**src/rtl/sel_dec.sv**
```systemverilog
`default_nettype none
// ============================================================================
// Module   : sel_dec
// Purpose  : Instruction register plus Ra/Rb/Rc select-and-decode producing
//            registered one-hot register load/drive enables, opcode and C.
//            Optional SEL_DEC_IR_FWD_EN decodes bus_in while IRin is high.
// Revision : 1.0 - initial release
// ============================================================================
module sel_dec #(
    parameter int DATA_W = 32,
    parameter int C_W    = 19
) (
    input  logic              clk,
    input  logic              clr,
    input  logic [DATA_W-1:0] bus_in,
    input  logic              IRin,
    input  logic              Gra,
    input  logic              Grb,
    input  logic              Grc,
    input  logic              Rin,
    input  logic              Rout,
    input  logic              BAout,
    output logic [15:0]       Rin_en,
    output logic [15:0]       Rout_en,
    output logic              r0_zero,
    output logic [4:0]        opcode,
    output logic [DATA_W-1:0] C_sext,
    output logic              sel_err
);

    logic [DATA_W-1:0] r_ir;
    logic [15:0]       r_rin_en;
    logic [15:0]       r_rout_en;
    logic              r_r0_zero;
    logic              r_sel_err;

    logic [DATA_W-1:0] w_dec_word;
    logic              w_sel_valid;
    logic              w_conflict;
    logic              w_ba_r0;
    logic [3:0]        w_idx;
    logic [15:0]       w_onehot;
    logic [15:0]       w_rin_nxt;
    logic [15:0]       w_rout_nxt;

`ifdef SEL_DEC_IR_FWD_EN
    // Forward the incoming instruction so decode need not wait for IR.
    assign w_dec_word = IRin ? bus_in : r_ir;
`else
    assign w_dec_word = r_ir;
`endif

    assign opcode = w_dec_word[DATA_W-1 -: 5];
    assign C_sext = {{(DATA_W-C_W){w_dec_word[C_W-1]}}, w_dec_word[C_W-1:0]};

    always_comb begin
        w_sel_valid = (Gra & ~Grb & ~Grc) | (~Gra & Grb & ~Grc) | (~Gra & ~Grb & Grc);
        w_conflict  = ((Gra & Grb) | (Gra & Grc) | (Grb & Grc)) & (Rin | Rout | BAout);
        w_idx       = 4'd0;
        if (Gra)
            w_idx = w_dec_word[26:23];
        else if (Grb)
            w_idx = w_dec_word[22:19];
        else if (Grc)
            w_idx = w_dec_word[18:15];
        w_onehot   = 16'h0001 << w_idx;
        // BAout on R0 means "drive zero", so no register drives the bus.
        w_ba_r0    = BAout & w_sel_valid & (w_idx == 4'd0);
        w_rin_nxt  = (Rin & w_sel_valid) ? w_onehot : 16'h0000;
        w_rout_nxt = ((Rout | BAout) & w_sel_valid & ~w_ba_r0) ? w_onehot : 16'h0000;
    end

    always_ff @(posedge clk or posedge clr) begin
        if (clr) begin
            r_ir      <= '0;
            r_rin_en  <= '0;
            r_rout_en <= '0;
            r_r0_zero <= 1'b0;
            r_sel_err <= 1'b0;
        end else begin
            if (IRin)
                r_ir <= bus_in;
            r_rin_en  <= w_rin_nxt;
            r_rout_en <= w_rout_nxt;
            r_r0_zero <= w_ba_r0;
            if (w_conflict)
                r_sel_err <= 1'b1;
        end
    end

    assign Rin_en  = r_rin_en;
    assign Rout_en = r_rout_en;
    assign r0_zero = r_r0_zero;
    assign sel_err = r_sel_err;

endmodule
`default_nettype wire

```
**config.mk**
```make
export PLATFORM = sky130hd
export DESIGN_NAME = sel_dec
export DESIGN_NICKNAME = d
export VERILOG_FILES = /design/src/rtl/sel_dec.sv
export SDC_FILE = /design/constraint.sdc
export NUM_CORES = 1
export LEC_CHECK = 0
export CAP_MARGIN = 10
export CORE_ASPECT_RATIO = 0.7
export CORE_MARGIN = 4
export CORE_UTILIZATION = 48
export DETAILED_ROUTE_END_ITERATION = 8
export PLACE_DENSITY = 0.86
export SETUP_SLACK_MARGIN = 0.05
export SYNTH_ARGS = -nofsm -noshare
export SYNTH_HDL_FRONTEND = slang
export SYNTH_SLANG_ARGS = --single-unit
```
**constraint.sdc**
```tcl
create_clock -name clk -period 5 [get_ports clk]
set_clock_uncertainty 0.15 [all_clocks]
set_input_delay 1.25 -clock clk [delete_from_list [all_inputs] [get_ports clk]]
set_output_delay 1.25 -clock clk [all_outputs]
set_load 0.02 [all_outputs]
```
Figure 1. The clock network (run 1).
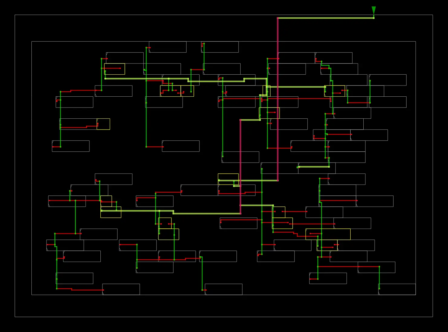
clk_lat worst skew: 340 ps
Sink Count: 66
Seq cells: 66
total of clock buffers placed in the layout: 9
Clock group: 0.445 mW

Figure 2. Sequential cells coloured by netlist name (run 1).
Other sequential cells in the stronger grey, the rest of the logic in the fainter grey.
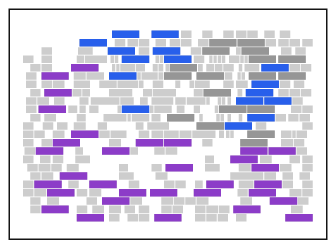
| name in the netlist | colour | flops |
|---|---|---|
| Rin_en | blue | 16 |
| r_ir | purple | 32 |
not coloured: 18

==> reports/metrics.csv, run 1 <==
stage,metric,value,unit
outcome,run_status,"complete, no violations",
synth,yosys.stat.chipArea,3040,sq um
pwr,leakage_power,1.69,nW
sta,worstMarginPinSlew,888,ps
hold_path,worstHoldPathType,reg -> reg,
clocking,htree_levels,3,
synth,post_synth_num_cell_types,41,
placed_design,detailed_place.area,3910,sq um
sta,max_freq,324,MHz
sta,setup_violations,0,
finish,fraction_of_the_core_area_covered_by_cells_at_the_end_of_the_flow,0.694,
detailed_routing,post_drt_wl_per_cell,16.7,microns
clocking,cts_tree,yes,
synth,syn_nets,266,
sta,post-route-period-util,0.617,
critical_path,cp_top_family,buffers and inverters,
finish,area.growth.synth_to_final,35.4,%
finish,drive_gt1_frac,0.243,
synth,top_cells_by_count,"sky130_fd_sc_hd__dfrtp_1, sky130_fd_sc_hd__buf_4, sky130_fd_sc_hd__mux2_2",
synth,yosys_cells,225,
grt,groute.usage.overall,0.182,
critical_path,end_kind,output port,
floorplan,floorplan.core_area,5930,sq um
grt,grt_pass1_wl,10.5,mm
sta,finalWorstPathRequiredPeriod,3080,ps
pwr,worst_ir_drop_vdd,0.176,mV
finish,diodes,0,
sta,fin_hold_ws,337,ps
placed_design,gp_congestion,0.842,
floorplan,ioPinCount,112,
clocking,post_cts_hold_buffer_count,0,
synth,most_instantiated_library_cell_after_synthesis,sky130_fd_sc_hd__dfrtp_1,
synth,ff_type,sky130_fd_sc_hd__dfrtp_1,
finish,design_area,4120,sq um
synth,yosys.stat.seqShare,0.543,
critical_path,critPathBufInv,1,
sta,timing.max_slew.rel_slack,0.407,
grt,first_global_vias,2071,
synth,ys_async_sr_fraction,1.00,
detailed_routing,post-route-drc-count,0,
critical_path,worst_ep_arrival_time,1680,ps
critical_path,cp_slowest_cell,sky130_fd_sc_hd__clkdlybuf4s50_1,
clocking,cts-root-to-sink-buffers,2,
grt,number_of_antenna_violations_at_the_first_check_in_global_routing,0,
Figure 3. Clock distribution (run 1).
Scale bar: 20 microns.
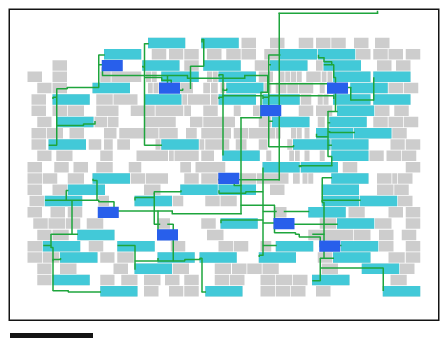
[clock wires] green | length: 809 microns
[flip-flops] cyan | count: 66
[clock-net drivers] blue | count: 9
flops lie: spread over the die
part of the total power dissipated in the clock network: 0.344

[run 1: flip-flops by register name, indices dropped and copies added, names as in the netlist]
register  count
r0_zero       1
sel_err       1
r_ir         32
Rout_en      16
Rin_en       16
[run 1: logic make-up (layout without fill, tap and decap cells)]
| logic type | after synthesis | after routing | synth area share |
|---|---|---|---|
| flops | 66 | 66 | 0.543 |
| compound gates | 19 | 19 | 0.0799 |
| mux | 32 | 32 | 0.119 |
| buf+inv | 48 | 132 | 0.117 |
| fa+ha+maj | 1 | 1 | 0.00329 |
| simple gates | 59 | 59 | 0.138 |
[run 1: where the power goes]
group          switching (mW)  leakage, nW  internal, mW
logic                   0.128        0.751         0.132
clock network           0.212       0.0998         0.233
registers              0.0245        0.842         0.564
total                   0.364         1.69         0.929
[run 1: routing by layer]
metal | vias up | track usage | wire length (microns)
met3 | 8 | 0.0815 | 673
met2 | 99 | 0.275 | 2790
met1 | 943 | 0.236 | 2870
li1 | 901 | - | -
met5 | - | 0 | 0
met4 | 0 | 0.0632 | 86
[run 1: final timing paths]
| check | end | from | cells past startpoint | slack (ps) |
|---|---|---|---|---|
| worst max-delay path | C_sext[25] | r_ir[18] | 1 | 1920 |
| worst min-delay path | sel_err | sel_err | 1 | 340 |
| worst max register to register | Rout_en[0] | r_ir[18] | 4 | 3260 |
| worst min register to register | sel_err | sel_err | 1 | 340 |
| max in group asynchronous | r_ir[31] | clr | 3 | 2600 |
| min in group asynchronous | Rout_en[14] | clr | 2 | 1270 |
[run 1: cell usage in the layout (no fill, tap or decap), types with 3 or more instances in the layout]
master,Yosys,layout
sky130_fd_sc_hd__clkdlybuf4s50_1,0,111
sky130_fd_sc_hd__dfrtp_1,66,66
sky130_fd_sc_hd__mux2_2,30,30
sky130_fd_sc_hd__nor2_1,26,26
sky130_fd_sc_hd__clkbuf_8,0,9
sky130_fd_sc_hd__nand2_1,4,4
sky130_fd_sc_hd__nor3_1,4,4
sky130_fd_sc_hd__nand3b_4,3,3
sky130_fd_sc_hd__nor4b_1,3,3
sky130_fd_sc_hd__nand3b_1,3,3
sky130_fd_sc_hd__a21oi_4,3,3
sky130_fd_sc_hd__o211ai_1,3,3
sky130_fd_sc_hd__nand3_1,3,3
sky130_fd_sc_hd__clkinv_4,0,3
[run 1: layout make-up]
| cell class | instances | area (sq um) |
|---|---|---|
| Inverter | 3 | 11.3 |
| Clock buffer | 9 | 124 |
| Sequential cell | 66 | 1650 |
| Fill cell | 417 | 1810 |
| Multi-Input combinational cell | 111 | 1030 |
| Tap cell | 75 | 93.8 |
| Timing Repair Buffer | 113 | 1130 |
| Clock inverter | 7 | 77.6 |
[run 1: metrics by stage]
step                setup WS, ps  power (mW)  std cells
floorplan                   1950       0.780        225
global placement            1690       0.854        368
detailed placement          1590       0.861        368
CTS                         1870        1.31        384
global route                1800        1.36        384
finish                      1920        1.29        384
==> run 2, diff against run 1 <==
--- a/config.mk
+++ b/config.mk
@@ -8,9 +8,9 @@
 export CAP_MARGIN = 10
 export CORE_ASPECT_RATIO = 0.7
 export CORE_MARGIN = 4
-export CORE_UTILIZATION = 48
+export CORE_UTILIZATION = 44
 export DETAILED_ROUTE_END_ITERATION = 8
-export PLACE_DENSITY = 0.86
+export PLACE_DENSITY = 0.79
 export SETUP_SLACK_MARGIN = 0.05
 export SYNTH_ARGS = -nofsm -noshare
 export SYNTH_HDL_FRONTEND = slang
==> constraint.sdc (replaced) <==
create_clock -name clk -period 3 [get_ports clk]
set_clock_uncertainty 0.15 [all_clocks]
set_input_delay 0.75 -clock clk [delete_from_list [all_inputs] [get_ports clk]]
set_output_delay 0.75 -clock clk [all_outputs]
set_load 0.02 [all_outputs]
Figure 4. The clock network (run 2).
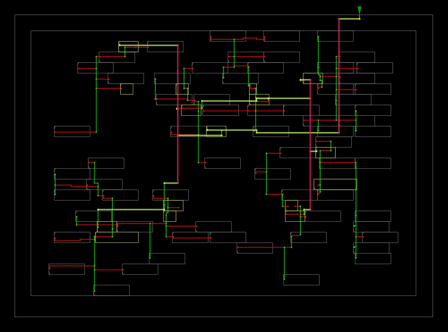
clock buffers created by TritonCTS: 9
Clock group: 0.827 mW

==> run 2 against run 1 <==
Net effect: flip-flop count unchanged; final cell count grew 6.0%; combinational power grew 69%; power increased by 74%; design area rose by 2.2%; critical path depth did not move; sequential power increased by 67%; hold slack better by 3.4 ps; critical path type unchanged.
==> reports/metrics.csv, run 2 <==
stage,metric,value,unit
synth,syn_nets,266,
clocking,cts-root-to-sink-buffers,2,
critical_path,worst_ep_arrival_time,1670,ps
synth,xor_share,0,
clocking,post_cts_hold_buffer_count,0,
pwr,power.share.combinational,0.196,
synth,ys_async_sr_fraction,1.00,
outcome,run_status,"complete, no violations",
finish,diodes,0,
clocking,cts_sinks,66,
detailed_routing,post_drt_wl_per_cell,15.9,microns
synth,post_synth_num_cell_types,41,
synth,ff_type,sky130_fd_sc_hd__dfrtp_1,
synth,yosys.stat.chipArea,3040,sq um
synth,yosys.stat.seqShare,0.543,
sta,worstMarginPinSlew,581,ps
finish,largest_register_ffs,32,
sta,finalWorstPathRequiredPeriod,2570,ps
critical_path,end_kind,output port,
pwr,seq_power_share,0.436,
hold_path,worst_hold_path.num_cells,1,
[run 2: cell counts after synthesis]
Identical to the previous run, type by type.
[run 2: through the flow]
| step | hold WS [ps] | util | cell area [sq um] | setup slack (ps) | std cells |
|---|---|---|---|---|---|
| after CTS | 340 | 0.625 | 4200 | 375 | 407 |
| after global placement | 315 | 0.592 | 3980 | 332 | 391 |
| after detailed placement | 323 | 0.592 | 3980 | 237 | 391 |
| after floorplan | 309 | - | 3040 | 445 | 225 |
| after global routing | 360 | 0.625 | 4200 | 274 | 407 |
| final | 340 | 0.625 | 4200 | 428 | 407 |
[run 2: area by class of cell]
type / instances / area (sq um)
Fill cell: 518 / 2520
Sequential cell: 66 / 1650
Timing Repair Buffer: 117 / 1170
Multi-Input combinational cell: 111 / 1030
Clock buffer: 9 / 124
Tap cell: 94 / 118
Clock inverter: 7 / 100
Inverter: 3 / 11.3
[run 2: metal layers]
metal,wire (microns),part of all wire,vias to the layer above
met5,0,0,-
met4,97,0.015,0
met3,525,0.081,10
met2,2900,0.45,91
met1,2940,0.45,944
li1,-,-,899
[run 2: cells by family (layout without fill, tap and decap cells)]
kind of cell | Yosys count | after routing
adders and majority gates | 1 | 1
AOI/OAI and AO/OA | 19 | 19
and+or+nand+nor | 59 | 59
DFF | 66 | 66
buffers and inverters | 48 | 136
muxes | 32 | 32
[run 2: how the worst max path moves through the flow]
stage / end / slack (ps) / depth (start not counted)
3_5_place_dp: Rout_en[0] / 240 / 5
5_1_grt: C_sext[18] / 270 / 1
6_report: C_sext[18] / 430 / 1
4_1_cts: C_sext[18] / 380 / 1
3_3_place_gp: Rout_en[10] / 330 / 6
2_1_floorplan: Rin_en[0] / 450 / 1
[run 2: power groups by stage]
stage,clock network (mW),logic [mW],registers [mW]
6_report,0.827,0.439,0.980
5_1_grt,0.899,0.468,0.989
4_1_cts,0.856,0.445,0.980
3_5_place_dp,0,0.442,0.998
3_3_place_gp,0,0.437,0.995
2_1_floorplan,0,0.304,0.996
==> run 3, diff against run 2 <==
--- a/config.mk
+++ b/config.mk
@@ -12,6 +12,7 @@
 export DETAILED_ROUTE_END_ITERATION = 8
 export PLACE_DENSITY = 0.79
 export SETUP_SLACK_MARGIN = 0.05
+export SKIP_CTS_REPAIR_TIMING = 1
 export SYNTH_ARGS = -nofsm -noshare
 export SYNTH_HDL_FRONTEND = slang
 export SYNTH_SLANG_ARGS = --single-unit
==> constraint.sdc (replaced) <==
create_clock -name clk -period 2.5 [get_ports clk]
set_clock_uncertainty 0.15 [all_clocks]
set_input_delay 0.625 -clock clk [delete_from_list [all_inputs] [get_ports clk]]
set_output_delay 0.625 -clock clk [all_outputs]
set_load 0.02 [all_outputs]
Figure 5. Sequential cells coloured by netlist name (run 3).
Other sequential cells in the stronger grey, the rest of the logic in the fainter grey.
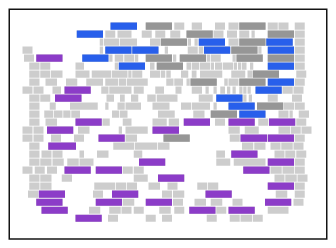
| name in the netlist | colour | flops |
|---|---|---|
| Rin_en | blue | 16 |
| r_ir | purple | 32 |

==> run 3 against run 2 <==
Net effect: sequential share of layout area is 0.065 points higher; non-clock buffer count is 1 higher; register-to-register slack worse by 450 ps; combinational power is 21% higher; routed wire length decreased by 1.8%; clock-buffer cell count unchanged; via count up 0.62%; core utilization shrank 0.056 points; setup slack lost 240 ps; flip-flop count did not move.
==> reports/metrics.csv, run 3 <==
stage,metric,value,unit
floorplan,floorplan.core_area,6730,sq um
placed_design,post-place-ws,29.9,ps
sta,setup_violations,0,
floorplan,ioPinCount,112,
synth,syn_nets,266,
critical_path,timing.critical_path.depth,1,
sta,timing.max_slew.rel_slack,0.716,
critical_path,end_kind,output port,
sta,worstMarginPinSlew,426,ps
placed_design,gp_congestion,0.753,
pwr,leakage_power,1.73,nW
synth,synth_adder_area_share,0.00329,
finish,layout_top_cells_excl_fill_tap,"sky130_fd_sc_hd__clkdlybuf4s50_1, sky130_fd_sc_hd__dfrtp_1, sky130_fd_sc_hd__mux2_2",
clocking,cts_sinks,66,
grt,grt_pass1_wl,10.7,mm
synth,top_cells_by_count,"sky130_fd_sc_hd__dfrtp_1, sky130_fd_sc_hd__buf_4, sky130_fd_sc_hd__mux2_2",
critical_path,worst_ep_arrival_time,1540,ps
synth,xor_share,0,
grt,number_of_antenna_violations_at_the_first_check_in_global_routing,0,
synth,yosys.stat.seqShare,0.543,
synth,synthSimpleGateAreaFrac,0.138,
synth,ys_async_sr_fraction,1.00,
critical_path,critical_path.endpoint,C_sext[21],
grt,groute.usage.overall,0.165,
clocking,cts_inserted_buffers,9,
outcome,run_status,"complete, no violations",
critical_path,regToRegEndpoint,Rout_en[0],
finish,max_flop_register,r_ir,
synth,yosys.stat.chipArea,3040,sq um
detailed_routing,post-route-drc-count,0,
finish,diodes,0,
synth,yosys_cells,225,
clocking,clkLatencyLatePin,350,ps
synth,ys_sh_aoi,0.0799,
sta,post-route-worst-setup-slack,188,ps
critical_path,crit_path_start,r_ir[18],
pwr,finalPower,2.61,mW
sta,max_freq,433,MHz
finish,layout_top_cell,sky130_fd_sc_hd__clkdlybuf4s50_1,
critical_path,reg2reg_depth,4,
sta,post-route-period-util,0.925,
grt,first_global_vias,2134,
synth,ff_type,sky130_fd_sc_hd__dfrtp_1,
detailed_routing,post_drt_wl_per_cell,15.5,microns
hold_path,worstHoldPathType,reg -> reg,
sta,finalWorstPathRequiredPeriod,2310,ps
finish,final_cells,408,
synth,post_synth_num_cell_types,41,
clocking,htree_levels,3,
critical_path,ff2ff_setup_slack,810,ps
[run 3: cell types whose count changed in the layout (fill, tap and decap cells not counted), sizes merged]
cell / change
bufinv: -1
inv: +1
buf: +1
[run 3: cell families (layout without fill, tap and decap cells)]
group                    count (synthesis)  after routing
multiplexers                            32             32
AND-OR/OR-AND                           19             19
flip-flops                              66             66
buffers and inverters                   48            137
adder cells (fa/ha/maj)                  1              1
AND/OR/NAND/NOR                         59             59
[run 3: worst min path at each step]
| stage | from | end | slack (ps) | depth (start not counted) |
|---|---|---|---|---|
| after floorplan | r_ir[2] | r_ir[2] | 310 | 1 |
| after global placement | sel_err | sel_err | 290 | 1 |
| after detailed placement | r_ir[2] | r_ir[2] | 330 | 1 |
| after CTS | r_ir[2] | r_ir[2] | 340 | 1 |
| after global routing | r_ir[23] | r_ir[23] | 370 | 1 |
| final | r_ir[3] | r_ir[3] | 340 | 1 |
[run 3: layout make-up]
cell class,instances,area (sq um)
sequential,66,1650
multi-input combinational,111,1030
tap,94,118
clock inverter,7,75.1
timing repair buffer,118,1190
clock buffer,9,124
fill,527,2520
inverter,3,11.3
[run 3: routing by layer]
layer	share of wire	routed length, microns	vias up	track usage
met3	0.087	552	7	0.0615
met2	0.45	2850	88	0.248
met4	0.015	93	0	0.0681
met1	0.45	2850	953	0.214
li1	-	-	908	-
met5	0	0	-	0
[run 3: worst register-to-register path, cell delays in order (launching register included)]
cell                      delay [ps]
sky130_fd_sc_hd__dfrtp_2         510
sky130_fd_sc_hd__nor4b_1         310
sky130_fd_sc_hd__or3_1           260
sky130_fd_sc_hd__nand3_4         130
sky130_fd_sc_hd__nor4_4          230
[run 3: stage by stage]
stage	utilization	instance area [sq um]	hold WS, ps
global placement	0.595	4000	290
floorplan	-	3040	309
finish	0.625	4200	336
global route	0.625	4200	365
detailed placement	0.595	4000	326
CTS	0.624	4200	344
[run 3: power by group]
part,switching (mW),internal [mW]
clock network,0.432,0.469
registers,0.0462,1.13
logic,0.258,0.273
total,0.737,1.87
Power is estimated from default activity; no workload was simulated.
